==> config.mk <==
export PLATFORM = sky130hd
export DESIGN_NAME = clock_div_prog
export DESIGN_NICKNAME = d
export VERILOG_FILES = /design/src/rtl/clock_div_prog.sv
export SDC_FILE = /design/constraint.sdc
export NUM_CORES = 1
export LEC_CHECK = 0
export ABC_AREA = 1
export CAP_MARGIN = 20
export CORE_MARGIN = 2
export CORE_UTILIZATION = 32
export DETAILED_ROUTE_END_ITERATION = 6
export PLACE_DENSITY_LB_ADDON = 0.05
export SLEW_MARGIN = 20
export SYNTH_ARGS = -nofsm -noshare
export SYNTH_HDL_FRONTEND = slang
export SYNTH_SLANG_ARGS = --single-unit
==> constraint.sdc <==
create_clock -name clk -period 5.9 [get_ports clk]
set_clock_uncertainty 0.1 [all_clocks]
set_input_delay 0.59 -clock clk [delete_from_list [all_inputs] [get_ports clk]]
set_output_delay 0.59 -clock clk [all_outputs]
set_load 0.005 [all_outputs]
==> src/rtl/clock_div_prog.sv <==
// Programmable clock divider: clk_out toggles every `half` enabled clk cycles,
// with toggle/rise strobes and a shadowed, deferred half-period update.
module clock_div_prog #(
    parameter int unsigned CNT_W    = 26,
    parameter int unsigned DEF_HALF = 12500000
) (
    input  logic             clk,
    input  logic             rst_n,
    input  logic             en,
    input  logic             sync_clr,
    input  logic             load,
    input  logic [CNT_W-1:0] half_in,
    output logic             clk_out,
    output logic             tick,
    output logic             rise,
    output logic             pend,
    output logic             err
);

    localparam logic [CNT_W-1:0] HALF_RST = CNT_W'(DEF_HALF);

    logic [CNT_W-1:0] cnt, half, shadow;
    logic [CNT_W-1:0] cnt_nx, half_nx, shadow_nx;
    logic             pend_nx, clk_out_nx, tick_nx, rise_nx, err_nx;

    logic [CNT_W-1:0] half_m1;
    logic             boundary;
    logic             load_ok;
    logic             load_bad;
    logic             apply_now;

    // ">=" rather than "==" so a divisor shrunk below the current count
    // resolves on the next enabled edge instead of wrapping the counter.
    assign half_m1   = half - CNT_W'(1);
    assign boundary  = (cnt >= half_m1);
    assign load_ok   = load && (half_in != '0);
    assign load_bad  = load && (half_in == '0);
    assign apply_now = pend && (sync_clr || !en || boundary);

    always_comb begin
        cnt_nx     = cnt;
        half_nx    = half;
        shadow_nx  = shadow;
        pend_nx    = pend;
        clk_out_nx = clk_out;
        tick_nx    = 1'b0;
        rise_nx    = 1'b0;
        err_nx     = err | load_bad;

        if (apply_now) begin
            half_nx = shadow;
            pend_nx = 1'b0;
        end

        // A same-edge load lands after any application, so it stays pending.
        if (load_ok) begin
            shadow_nx = half_in;
            pend_nx   = 1'b1;
        end

        if (sync_clr) begin
            cnt_nx     = '0;
            clk_out_nx = 1'b0;
            err_nx     = load_bad;
        end else if (en) begin
            if (boundary) begin
                cnt_nx     = '0;
                clk_out_nx = ~clk_out;
                tick_nx    = 1'b1;
                rise_nx    = ~clk_out;
            end else begin
                cnt_nx = cnt + CNT_W'(1);
            end
        end
    end

    always_ff @(posedge clk or negedge rst_n) begin
        if (!rst_n) begin
            cnt     <= '0;
            half    <= HALF_RST;
            shadow  <= HALF_RST;
            pend    <= 1'b0;
            clk_out <= 1'b0;
            tick    <= 1'b0;
            rise    <= 1'b0;
            err     <= 1'b0;
        end else begin
            cnt     <= cnt_nx;
            half    <= half_nx;
            shadow  <= shadow_nx;
            pend    <= pend_nx;
            clk_out <= clk_out_nx;
            tick    <= tick_nx;
            rise    <= rise_nx;
            err     <= err_nx;
        end
    end

endmodule

### Clock nets

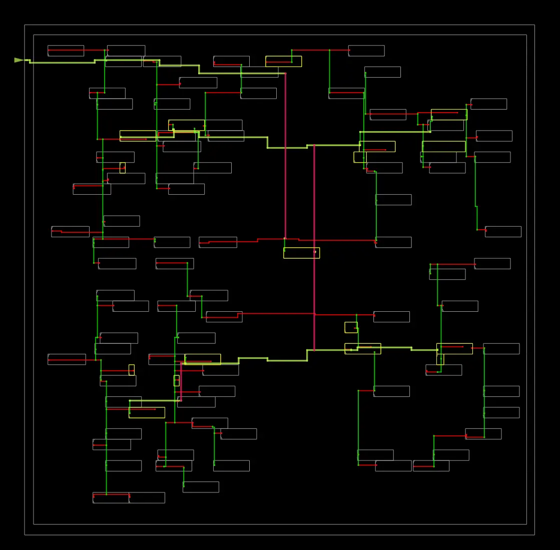
sequential cell count: 83
clock net sink count: 83
clk_buf instances: 12
cts bufs inserted: 9
Clock Latency Late Sink: 0.35 ns

### Metal 2

(4 px per µm) Cells faint in the background.
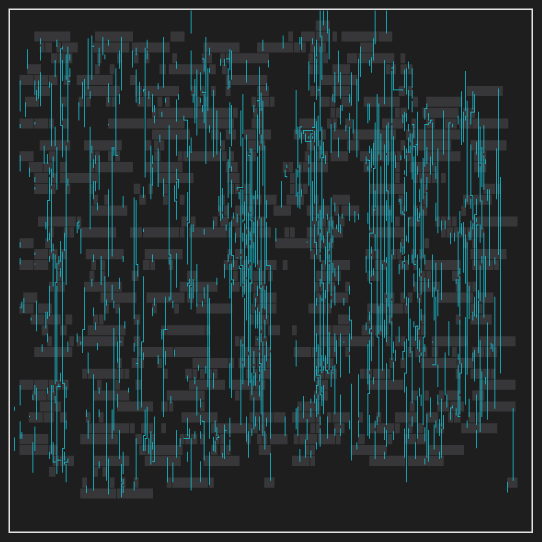
longest straight run: 60.7 µm
nets with wire on the layer: 538
wire length on this layer: 5720 µm
global routing usage on met2: 0.259
vias after detailed routing: 4187
Total Wirelength: 12.3 mm

==> run notes <==
• **root cell of the clock tree** sky130_fd_sc_hd__clkbuf_16
• **fraction of area in non-clock buffers** 0.0635
• **Die Footprint** 17000 µm²
• **beginning of the worst register-to-register path** half[0]$_DFFE_PN0P_
• **global-route wire length before repair** 20.7 mm
• **fin cells** 913
• **post-synthesis cell type count** 36
• **sum of negative setup slack** 0 ns
• **starting density of the core** 0.324
• **Synth Seq Share** 0.412
• **Initial DRC Count** 222
• **number of buffer and inverter instances along the worst setup path** 3
• **Overall Power** 1.53 mW
• **Clock Tree Buf Depth** 2
• **Top class by area** multi-input combinational cells
• **kind of end point of the critical path** flop
• **crit-path cells** inv_1, ha_1, nand2_1, nor2_1, inv_1, nor3_4, nand3_1, xnor2_1, inv_1, ha_1, nand2_1, nor2_1, nor2_1, nand2_1, nor2_2, nand4_2, nand2_2, nand2_1, nand2_1
• **clock tree from TritonCTS** done
• **warning total across the stage logs** 26
• **result of the run** finished clean
• **Non-Clock Inverter Count** 61
• **share of cells above drive strength 1** 0.0875
• **routed wirelength normalized by instance count** 13.5 µm
• **number of buffers inserted by port buffering** 35
• **final core area utilization** 0.377
• **max_cap viols** 0
• **worst vdd ir** 0.142 mV
• **Top cell excl fill/tap** sky130_fd_sc_hd__nand2_1
• **area of the core** 15800 µm²
• **fraction of power spent switching nets** 0.299
• **boundary pin count** 36
• **Well Taps** 216
• **number of antenna-violating nets in the routed design** 0
• **share of cell area taken by flip-flops and latches** 0.354
• **vias per cell** 4.59
• **Routability Congestion** 0.863
• **total count of hold-check failures in the final report** 0
• **most frequent cells in the layout** 210 x sky130_fd_sc_hd__nand2_1, 69 x sky130_fd_sc_hd__nand3_1, 65 x sky130_fd_sc_hd__nor2_1, 59 x sky130_fd_sc_hd__dfrtp_1, 58 x sky130_fd_sc_hd__inv_1
• **Worst Reg2Reg Path Length in Cells** 19
• **Filler Cells Inserted** 1692
• **count of cells resized by post-cts repair** 0
• **most repeated cell in the gate-level netlist after synthesis** sky130_fd_sc_hd__nand2_1
• **area reported by Yosys stat** 5110 µm²
• **Post-Syn Area** 5110 µm²
• **Compound Share, Synth** 0.0409
• **die width** 130 µm
• **initial antenna violation count** 0
• **drt pass-1 iters** 4
• **FF/Latch Area** 2110 µm²
• **standard-cell row count** 46
• **Tightest Pin Transition** 0.991 ns
• **total placed cells including tap cells** 897
• **crit path launch type** flop
• **Adders+Majority by Area** 0.0685
• **critical path's top delay family** simple AND/OR/NAND/NOR gates
• **cells after synthesis** 661
• **R2R setup slack** 1.57 ns
• **number of enable-type register cells in the synthesized netlist** 0
• **count of multi-input combinational gates** 498
• **Crit path top cell by count** sky130_fd_sc_hd__nand2_1
• **Slowest cell on crit path** sky130_fd_sc_hd__nand2_2
• **proportion of cell area occupied by multi-input gates** 0.450
• **final setup violation count** 0
• **# Cells Yosys** 661
• **via count of the first global-routing pass** 4182
• **critical setup path kind** reg -> reg
• **total of flip-flops plus latches after synthesis** 83
• **commonest cells in the synthesized netlist** 210 x sky130_fd_sc_hd__nand2_1, 69 x sky130_fd_sc_hd__nand3_1, 65 x sky130_fd_sc_hd__nor2_1
• **worst setup margin** 1.57 ns
• **Residual DRC** 0
• **leakage power** 2.75 nW
• **total global routing track utilization** 0.159
• **worst hold path class** in -> async
• **part of the power in combinational logic** 0.182
• **top cells, area** sky130_fd_sc_hd__dfrtp_1 29%, sky130_fd_sc_hd__nand2_1 15%, sky130_fd_sc_hd__dfstp_2 12%
• **count of cell instances traversed by the critical path** 19
• **crit share post-route** 0.735
• **CP arrival** 4.52 ns
• **area share of the largest cell type after synthesis** 0.289
### Wires at chosen ports, followed through buffers

(3 px per µm)
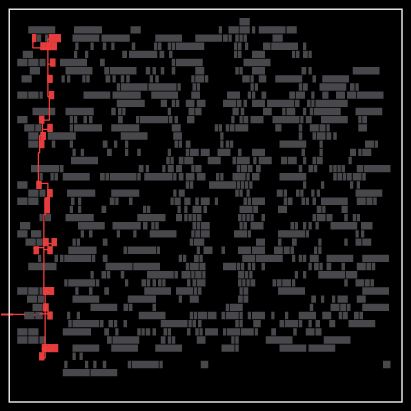
[red] load | bits: 1 | direction: input | end cells: 28 | buffers: 2 | wire: 160 µm

### Cells coloured by class

(3 px per µm) Fill, decap, tap and diode cells in grey.
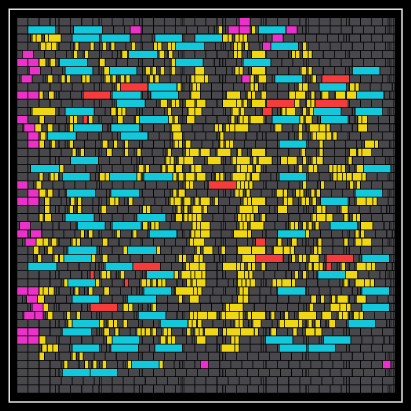
[magenta] other buffers and delay cells | cells: 39 | share of their area: 6.7%
[cyan] flip-flops | cells: 83 | share of their area: 37%
[red] clock drivers and dummy loads | cells: 16 | share of their area: 5.1%
[yellow] all other logic | cells: 559 | share of their area: 51%

-- metrics by stage --
step	area [µm²]	hold slack (ns)
after floorplan	5110	0.194
after global routing	5950	0.0789
after global placement	5660	0.357
final	5950	0.0670
after detailed placement	5660	0.354
after CTS	5950	0.0748
-- power groups by stage --
| stage | sequential, mW | combinational, mW | clock, mW |
|---|---|---|---|
| floorplan | 0.679 | 0.205 | 0 |
| global placement | 0.697 | 0.278 | 0 |
| detailed placement | 0.698 | 0.285 | 0 |
| CTS | 0.688 | 0.286 | 0.585 |
| global route | 0.697 | 0.328 | 0.615 |
| finish | 0.688 | 0.279 | 0.563 |
-- worst min-delay path by stage --
stage | cells after the start | end
after detailed placement | 2 | shadow[11]$_DFFE_PN1P_
after global routing | 1 | cnt[4]$_DFFE_PN0P_
after global placement | 2 | shadow[13]$_DFFE_PN1P_
after CTS | 1 | cnt[6]$_DFFE_PN0P_
final | 1 | cnt[4]$_DFFE_PN0P_
after floorplan | 0 | clk_out$_DFFE_PN0P_
-- cells by family after synthesis --
kind of cell             count (synthesis)
AND/OR/NAND/NOR                        387
adder cells (fa/ha/maj)                 28
AND-OR/OR-AND                           36
buffers and inverters                   80
XOR/XNOR                                47
flip-flops                              83
-- registers in the layout, indices dropped and copies added (netlist names) --
name     cells
cnt         26
rise         1
shadow      26
err          1
half        26
clk_out      1
pend         1
tick         1
-- per-layer routing --
metal	GRT usage	part of all wire
met5	0	0
met4	0.0488	0.020
met3	0.0407	0.031
met2	0.259	0.47
met1	0.208	0.48
Power figures rest on the tool's default switching activity, not on a simulated workload.
